Design clk_div_prog, sky130hd; sources not shown.
Figure 1. Gate families picked out (run 1).
Scale bar: 20 um.
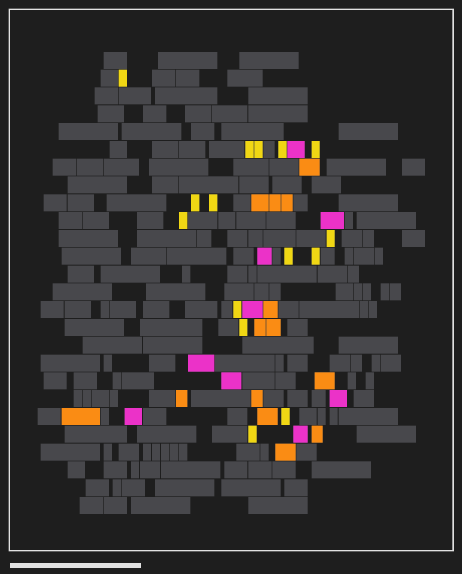
[magenta] AND and OR gates | cells: 9
[yellow] inverters | cells: 15
[orange] inverting AOI/OAI gates | cells: 14
logic share of the area: 38.6%
fin cells: 275
most numerous logic cell after layout: dfrtp_1

Figure 2. Placement by cell class (run 1).
Scale bar: 20 um.
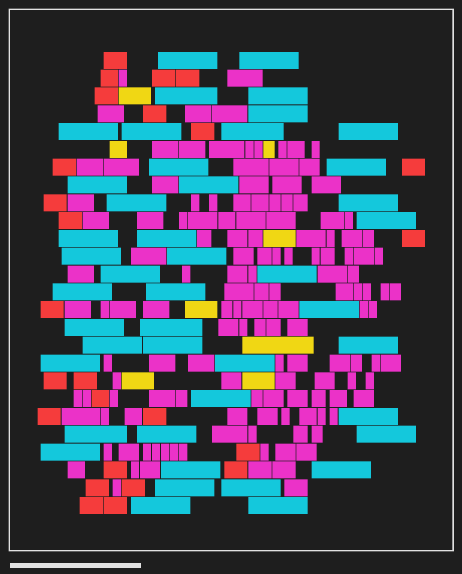
[yellow] clock drivers and dummy loads | cells: 8
[magenta] all other logic | cells: 142
[red] other buffers and delay cells | cells: 25
[cyan] flip-flops | cells: 44
fin util: 61.7%
core area: 4200 um2
std cell rows: 26

Figure 3. Clock wiring as the flow saved it (run 1).
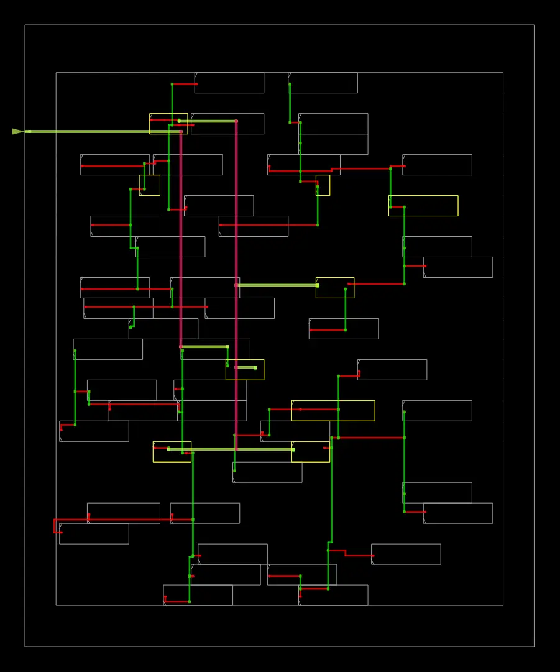
clk sinks: 44
CLK BUF: 6
Clock Skew: 0.00549 ns
clock group power: 260 uW
worst-skew pair later-pin latency: 0.29 ns

==> Changelog: implementation, run 1 <==
### Physical design

- Power Density: 357 nW/um2
- Cells along the critical path: or4_4 -> o311ai_0 -> a31o_1 -> a41o_1 -> mux2_2
- Pleak: 0.00120 uW
- # Taps: 56
- MI comb area: 1000 um2
- Post-CTS sizing: 0
- Residual DRC: 0
- Crit-path max FO: 16
- Startpoint types: flop
- Core Util at FP: 52.9%
- Crit path setup slack, layout: 2.26 ns
- RSZ-0062 raised after global routing: false
- DR pass1 iterations: 4
- Top cell type by total area after synthesis: dfrtp_1
- MaxCap Viol Count: 0
- Post-synth cell types: 41
- Status: finished, final reports clean
- Mapped cell area: 2220 um2
- Crit-path leading delay family: AND-OR/OR-AND gates
- Initial antenna violation count: 0
- Non-clk bufs: 25
- Critical Path AT: 3.12 ns
- Net Switching: 262 uW
- Vias in the first global route: 1592
- Synth top cell by count: dfrtp_1
- CP max-delay cell: a41o_1
- Met2 Routed Length: 2270 um
- Met2 Usage GRT: 30.7%
- TritonCTS Buffers: 5
- Tool warnings: 27
- Fin crit period: 2.94 ns
- Worst hold path depth: 2
- Pre-CTS setup slack: 2.12 ns
- Sum of negative setup slack: 0 ns
- I/O pin count: 24
- CTS Root Cell: clkbuf_8
--- run 2 (diff from run 1) ---
- PLACE_DENSITY: 0.72 -> 0.75
- clock period: 5.2 -> 2.7 ns (I/O delays scaled with it)
Figure 4. Routed clock nets over the placement (run 2).
Scale bar: 20 um.
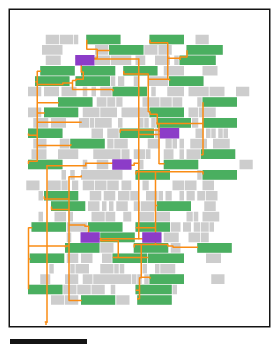
[orange] clock wires | length: 551 um
[purple] cells driving clock nets | count: 5
[green] flip-flops | count: 44
flops lie: all over the die
routed clock nets: 6
clock group power: 498 uW
Clock Skew: 0.00599 ns
clock share of power: 27.9%
worst-skew pair later-pin latency: 0.30 ns

Figure 5. Supply network (run 2).
Pins as bars on the die edge. Tap cells in gray.
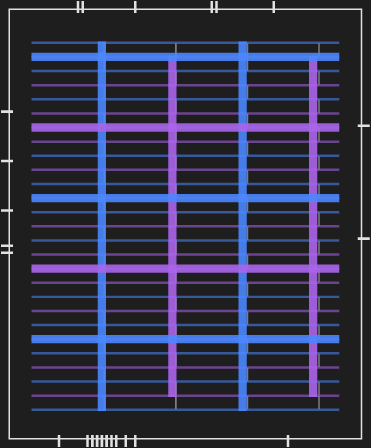
[blue] VSS
[purple] VDD
met5 straps: 5
met4 straps: 4
rows: 26
IR drop worst, VDD: 0.440 mV
die height: 82.5 um
DIE WIDTH: 67.6 um

==> Changelog: implementation, run 2 <==
### Physical design

- CP max-delay cell: or4_4
- Slew at the pin closest to its max-slew limit: 0.494 ns
- Via density per instance: 5.36
- Initial drt markers: 71
- Global router's overall resource usage: 16.8%
- Sw Share: 27.9%
- Cts hold-fix bufs: 0
- MaxCap Viol Count: 0
- DR pass1 iterations: 4
- Initial antenna violation count: 0
- Asr flop ratio synth: 100%
- Post-CTS sizing: 0
- Non-clk bufs: 29
- Core area: 4200 um2
- Design Power: 1790 uW
- Fin area: 2640 um2
- Crit-path max FO: 16
- Post-synth cell types: 41
- Routed via count: 1490
- Dominant kind of cell: sequential cells
- Clk sinks: 44
- Post-CTS Setup Bufs: 0
- Comb group: 449 uW
- Residual DRC: 0
- Relative slew slack: 66.9%
- Vias in the first global route: 1469
- Synth Warn #: 0
- Post-synthesis cell count: 194
- Fin crit period: 2.58 ns
- Area reported by Yosys stat: 2220 um2
- Mapped cell area: 2220 um2
- Pre-CTS setup slack: 0.137 ns
- Final hold vios: 0
- Avg WL per Cell: 14.3 um
- CTS H-tree lvls: 2
- Core Util at FP: 52.9%
- Std cell rows: 26
- Status: finished, final reports clean
- Power Density: 678 nW/um2
- Met2 Usage GRT: 26.5%
- Largest net degree at the start of global routing: 19
- Synth top cell by count: dfrtp_1
- Top cell type by total area after synthesis: dfrtp_1
- Crit path kind: reg -> reg
- WHS: 0.338 ns
- Crit path setup slack, layout: 0.115 ns
- Critical Path AT: 2.77 ns
- Pint: 1290 uW
- Fin util: 62.9%
- Pleak: 0.00122 uW
- Net Switching: 498 uW
- GRT busiest layer: met2
- Nets: 252
- Tool warnings: 27
- RSZ-0062 raised after global routing: false
- Final WL: 3970 um
- Endpoint class of the critical path: flop
- Startpoint types: flop
- # Taps: 56
- TritonCTS Buffers: 5
- I/O pin count: 24
- R2R depth: 7
- Met3 GRT Util: 3.25%
- Max-area cell share: 45.1%
- Diode count: 0
- CTS Root Cell: clkbuf_8
- Post-synth top cells: dfrtp_1, nand2_1, inv_1, mux2_2, nor2_1
- WP depth: 7
- Sum of negative setup slack: 0 ns
- CLK BUF: 6
- Crit-path leading delay family: simple AND/OR/NAND/NOR gates
- Most numerous logic cell after layout: dfrtp_1
- Met2 Routed Length: 1900 um
- Slew Viols, Final: 0
- Yosys aoi share: 9.24%
- MI comb cells: 127
- DP Area: 2530 um2
- Cells along the critical path: or4_4 -> or3_1 -> a21o_1 -> a31o_1 -> a41o_1 -> buf_12 -> mux2_4
- MI comb area: 1010 um2
Figure 6. Gate families picked out (run 2).
Scale bar: 20 um.
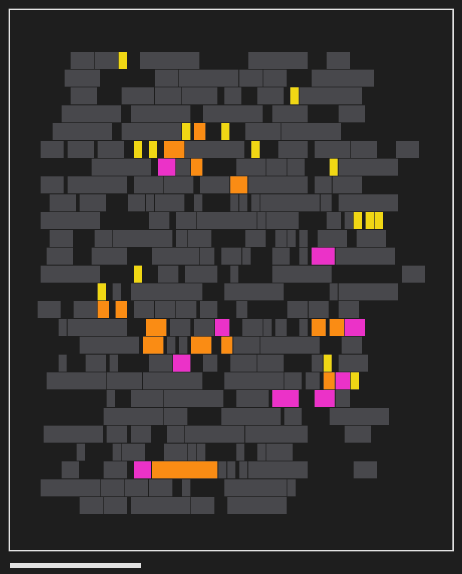
[magenta] AND and OR gates | cells: 9
[yellow] inverters | cells: 15
[orange] inverting AOI/OAI gates | cells: 14
logic share of the area: 38.3%
fin cells: 278

Power and IR drop assume default switching activity.
